`src/rtl/iter_alu.sv`:
```
`default_nettype none
// ============================================================================
// Module   : iter_alu
// Purpose  : Handshaked ALU with single-cycle logic/arith/compare ops and
//            iterative shift-add multiply and restoring unsigned divide/remainder.
// Revision : 1.0
// ============================================================================
module iter_alu #(
   parameter int WIDTH = 64
) (
   input  logic             clk,
   input  logic             rst_n,
   input  logic             in_valid,
   output logic             in_ready,
   input  logic [3:0]       op_sel,
   input  logic [WIDTH-1:0] src1,
   input  logic [WIDTH-1:0] src2,
   output logic             out_valid,
   input  logic             out_ready,
   output logic [WIDTH-1:0] result,
   output logic             zero,
   output logic             busy
);
   localparam int CNT_W = $clog2(WIDTH) + 1;

   localparam logic [3:0] c_OP_AND  = 4'b0000;
   localparam logic [3:0] c_OP_OR   = 4'b0001;
   localparam logic [3:0] c_OP_ADD  = 4'b0010;
   localparam logic [3:0] c_OP_SLT  = 4'b0011;
   localparam logic [3:0] c_OP_SUB  = 4'b0110;
   localparam logic [3:0] c_OP_SLTU = 4'b0111;
   localparam logic [3:0] c_OP_MUL  = 4'b1000;
   localparam logic [3:0] c_OP_DIVU = 4'b1001;
   localparam logic [3:0] c_OP_REMU = 4'b1010;
   localparam logic [3:0] c_OP_NOR  = 4'b1100;

   localparam logic [CNT_W-1:0] c_ITERS = CNT_W'(WIDTH);
   localparam logic [CNT_W-1:0] c_LAST  = CNT_W'(1);

   typedef enum logic [1:0] {
      S_IDLE = 2'd0,
      S_BUSY = 2'd1,
      S_DONE = 2'd2
   } state_t;

   state_t           r_state;
   logic [CNT_W-1:0] r_cnt;
   logic [3:0]       r_op;
   logic [WIDTH-1:0] r_a;
   logic [WIDTH-1:0] r_b;
   logic [WIDTH-1:0] r_acc;
   logic [WIDTH-1:0] r_result;
   logic             r_zero;

   logic [WIDTH-1:0] w_alu;
   logic             w_iter;
   logic [WIDTH-1:0] w_mul_next;
   logic [WIDTH:0]   w_trial;
   logic             w_fits;
   logic [WIDTH-1:0] w_rem_next;
   logic [WIDTH-1:0] w_quo_next;
   logic [WIDTH-1:0] w_final;

   always_comb begin
      w_alu = '0;
      case (op_sel)
         c_OP_AND:  w_alu = src1 & src2;
         c_OP_OR:   w_alu = src1 | src2;
         c_OP_ADD:  w_alu = src1 + src2;
         c_OP_SUB:  w_alu = src1 - src2;
         c_OP_SLTU: w_alu = WIDTH'(src1 < src2);
         c_OP_SLT:  w_alu = WIDTH'($signed(src1) < $signed(src2));
         c_OP_NOR:  w_alu = ~(src1 | src2);
         default:   w_alu = '0;
      endcase
   end

   assign w_iter = (op_sel == c_OP_MUL) || (op_sel == c_OP_DIVU) || (op_sel == c_OP_REMU);

   // Multiply: r_b shifts out MSB-first, r_a is the fixed multiplicand.
   assign w_mul_next = {r_acc[WIDTH-2:0], 1'b0} + (r_b[WIDTH-1] ? r_a : '0);

   // Divide: r_a shifts the dividend out and the quotient in; r_acc is the
   // partial remainder. A zero divisor always "fits", giving all-ones / src1.
   assign w_trial    = {r_acc, r_a[WIDTH-1]} - {1'b0, r_b};
   assign w_fits     = ~w_trial[WIDTH];
   assign w_rem_next = w_fits ? w_trial[WIDTH-1:0] : {r_acc[WIDTH-2:0], r_a[WIDTH-1]};
   assign w_quo_next = {r_a[WIDTH-2:0], w_fits};

   always_comb begin
      w_final = w_rem_next;
      case (r_op)
         c_OP_MUL:  w_final = w_mul_next;
         c_OP_DIVU: w_final = w_quo_next;
         default:   w_final = w_rem_next;
      endcase
   end

   always_ff @(posedge clk or negedge rst_n) begin
      if (!rst_n) begin
         r_state  <= S_IDLE;
         r_cnt    <= '0;
         r_op     <= '0;
         r_a      <= '0;
         r_b      <= '0;
         r_acc    <= '0;
         r_result <= '0;
         r_zero   <= 1'b1;
      end else begin
         case (r_state)
            S_IDLE: begin
               if (in_valid) begin
                  r_op <= op_sel;
                  if (w_iter) begin
                     r_a     <= src1;
                     r_b     <= src2;
                     r_acc   <= '0;
                     r_cnt   <= c_ITERS;
                     r_state <= S_BUSY;
                  end else begin
                     r_result <= w_alu;
                     r_zero   <= (w_alu == '0);
                     r_state  <= S_DONE;
                  end
               end
            end
            S_BUSY: begin
               r_cnt <= r_cnt - c_LAST;
               if (r_op == c_OP_MUL) begin
                  r_acc <= w_mul_next;
                  r_b   <= r_b << 1;
               end else begin
                  r_acc <= w_rem_next;
                  r_a   <= w_quo_next;
               end
               if (r_cnt == c_LAST) begin
                  r_result <= w_final;
                  r_zero   <= (w_final == '0);
                  r_state  <= S_DONE;
               end
            end
            S_DONE: begin
               if (out_ready) begin
                  r_state <= S_IDLE;
               end
            end
            default: r_state <= S_IDLE;
         endcase
      end
   end

   assign in_ready  = (r_state == S_IDLE);
   assign out_valid = (r_state == S_DONE);
   assign busy      = (r_state == S_BUSY);
   assign result    = r_result;
   assign zero      = r_zero;

endmodule
`default_nettype wire
```
`config.mk`:
```
export PLATFORM = sky130hd
export DESIGN_NAME = iter_alu
export DESIGN_NICKNAME = d
export VERILOG_FILES = /design/src/rtl/iter_alu.sv
export SDC_FILE = /design/constraint.sdc
export NUM_CORES = 2
export LEC_CHECK = 0
export ABC_AREA = 0
export CAP_MARGIN = 20
export CORE_ASPECT_RATIO = 0.75
export CORE_MARGIN = 2
export CORE_UTILIZATION = 30
export DETAILED_ROUTE_END_ITERATION = 7
export GPL_TIMING_DRIVEN = 0
export PLACE_DENSITY = 0.57
export SYNTH_ARGS = -nofsm -noshare
export SYNTH_HDL_FRONTEND = slang
export SYNTH_SLANG_ARGS = --single-unit
```
`constraint.sdc`:
```
create_clock -name clk -period 7.8 [get_ports clk]
set_input_delay 1.56 -clock clk [delete_from_list [all_inputs] [get_ports clk]]
set_output_delay 1.56 -clock clk [all_outputs]
set_load 0.02 [all_outputs]
```
==> images/placed.png <==
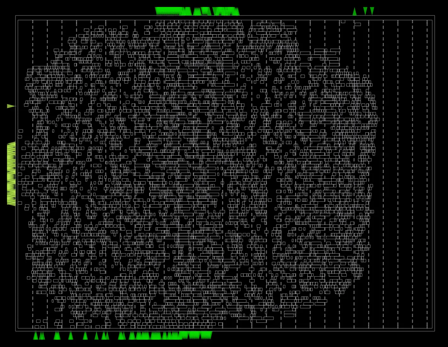
final core utilization: 0.349
fillcell total: 12300
flop count: 270
# Taps: 1526

==> images/route_heat.png <==
(1 px per µm) 40 x 30 tiles, from dark purple (low) to yellow (high), scaled to the fullest tile. Values are wire area over tile area, all layers added.
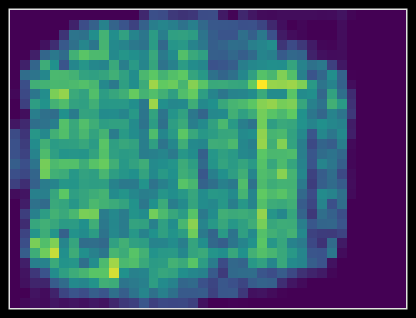
fullest tile	0.79
nearly empty tiles	21%
densest ninth of the die	centre
tiles over half the peak	34%
mean over tiles	0.28
WL/cell: 29.0 µm
WL final: 196 mm
Vias: 41200
gr usage total: 0.317

==> results.toml <==
# generated from flow reports
[run_status]
status = "finished with violations"
violations = "negative setup slack"

[place]
dpl_worst_slack_ps = -1050
dpl.hpwl_mm = 164
routabilityCongestion = 1.03
dp_cells = 6682
io_buffer_count = 201
place_area_um2 = 38700

[global_routing]
grt_pass1_wl_mm = 276
grt-ovfl-total = 0
antenna_found_initial = 1
grt_max_degree = 107
first_global_vias = 37900

[yosys]
top_area_frac = 0.195
synth_area_um2 = 34600
ys_sh_mux = 0.0294
synth-xor-area-share = 0.0337
ys.warnings.count = 0
ys_cells = 4941
async_flop_share = 1.00
syn_nets = 5403
most_common_cell = "nand2_1"
adder_share = 0.119
synth_area_per_cell_um2 = 7.00
ys_area_um2 = 34600
topCellsByArea = "dfrtp_1, ha_1, nand2_1"
synth_flops = 270
top_area_cell = "dfrtp_1"
yosys.cell_types.count = 100
synth_seq_share = 0.195
yosys.area_share.aoi = 0.315
synthCells = 4941
common_cells = "nand2_1, nor2_1, a21oi_1"
top_logic_kind = "AND-OR/OR-AND gates"
edf_count = 0
ff_type = "dfrtp_1"
synth.cellmix.simpleShare = 0.237

[power]
powerComb_mw = 10.3
netSwitchingPower_mw = 8.84
p_leak_nw = 17.1
pwr-share-clk = 0.097
p_seq_frac = 0.215
pg_clk_mw = 1.46
p_seq_mw = 3.23
maxPowerGroup = "combinational logic"
internal-power_mw = 6.19
total_power_mw = 15.0
cellPowerDensity_nw_per_um2 = 379
combPwrFrac = 0.688
swShare = 0.588

[die]
fp_util = 0.304
chipArea_um2 = 118000
core_um2 = 114000
ioPinCount = 204
fp-row-count = 107

[worst_setup_path]
cp-end-kind = "flop"
slowest_delay_ps = 860
crit_slowest_cell = "buf_1"
crit_family = "buffers and inverters"
crit_chain = "clkdlybuf4s50_1 > or4b_1 > clkbuf_1 > buf_1 > buf_1 > clkbuf_1 > clkbuf_1 > nor2_1 > a221oi_1 > o2111ai_1 > nor4_1 > nand4_1 > nand3_1"
rrSetupSlack_ps = 330
crit_path_max_fanout = 13
startpoint = "op_sel[3]"
r2r_cells = 17
r2r_start = "r_b[63]$_DFFE_PN0P_"
crit_buf_inv = 6
cp-endpoint = "zero$_DFFE_PN1P_"
cp.arrival_ps = 8670
cp-start-kind = "input pin"
r2r-end = "zero$_DFFE_PN1P_"
worst-path-stages = 13
critPathRequiredTime_ps = 8340
path_class = "in -> reg"
crit_top_cell = "clkbuf_1"

[finish]
fin_nets = 5648
drive_gt1_frac = 0.0349
fin_cells = 6736
syn_to_final_growth_pct = 14.8
fin_area_um2 = 39700
mostFrequentLayoutCell = "nand2_1"
layout_top_cells = "nand2_1, nor2_1, a21oi_1"

[routing]
vias_per_cell = 6.11
ant_nets = 0
drt-initial-drc-count = 5620
post-route-drc-count = 0
dr.pass1.iters = 7

[clock_network]
postCtsHoldBufs = 0
cts-resized-gates = 5
path_clk_slew_ps = 70
post-cts-setup-buffers = 0
clock_sinks = 270
htreeDepth = 1
cts_buffers = 30
worstSkewPairLatency_ps = 600
cts_tree = "yes"
clock_path_buffers = 3
cts-root-buf = "clkbuf_16"

[flow_run]
max-cap-violations = 0
tool_warnings = 163

[sta]
hold_ws_ps = 479
hold_violations = 0
slew_headroom = 0.147
rsz0062_at_grt = "no"
period_minus_slack_ps = 8130
fin_setup_tns_ps = -401
setup_viol = 2
tightest_slew_ps = 1270
setup_ws_ps = -330
post-route-period-util = 1.04
drv_slew = 0
fmax_mhz = 123
clock_skew_ps = 9.50

[worst_hold_path]
min-delay-start = "result[45]$_DFFE_PN0P_"
hold_path_depth = 2
hp-class = "reg -> reg"
holdPathEnd = "result[45]$_DFFE_PN0P_"
==> images/floorplan.png <==
(1 px per µm) Pins as bars on the die edge.
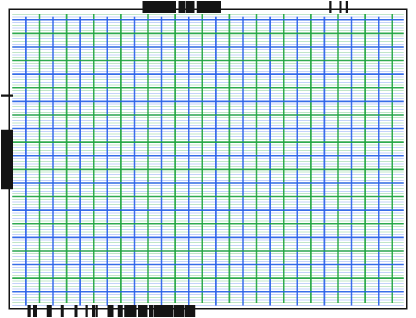
net	colour
VDD	green
VSS	blue
met1 rails	108
rows	107
Die W: 396 µm
Peak VDD IR: 0.000247 V

==> images/closeup.png <==
Window x 173 to 223, y 184 to 234 µm. Cells in grey, sequential cells in the stronger grey; small squares are vias.
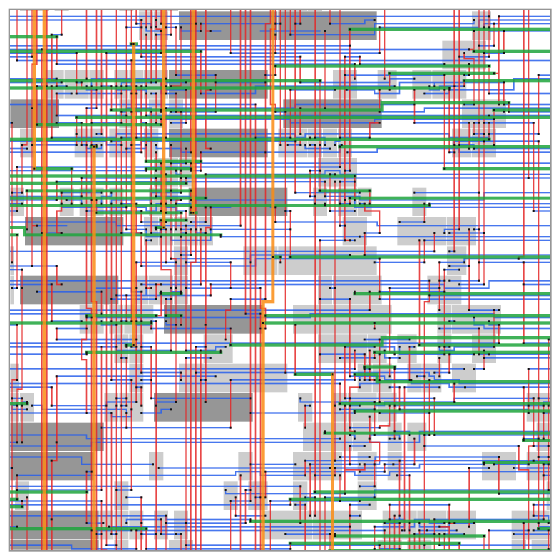
layer	colour
M4	orange
M1	blue
M2	red
M3	green
most frequent	nand2_1 (20), clkbuf_1 (17), nor2_1 (15)
sequential cells in the window	13
cells with their middle in the window	131
netlist names of flops here include	r_a (9), r_b (2), result (2)

-- cell type report --
class | instances | area, µm²
inverter | 314 | 1180
clock buffer | 45 | 858
multi-input combinational | 4035 | 25500
buffer | 320 | 1260
sequential | 270 | 6760
clock inverter | 9 | 105
tap | 1526 | 1910
fill | 12300 | 74200
antenna | 2 | 5.00
timing repair buffer | 215 | 2200
-- per-layer routing --
| metal | wire (µm) | vias to the layer above | global-route usage | share of wire |
|---|---|---|---|---|
| li1 | - | 18400 | - | - |
| met1 | 87100 | 20000 | 0.466 | 0.45 |
| met2 | 77800 | 2434 | 0.446 | 0.40 |
| met3 | 23700 | 345 | 0.0797 | 0.12 |
| met4 | 7070 | 0 | 0.101 | 0.036 |
| met5 | 0 | - | 0 | 0 |
Power is estimated from default activity; no workload was simulated.
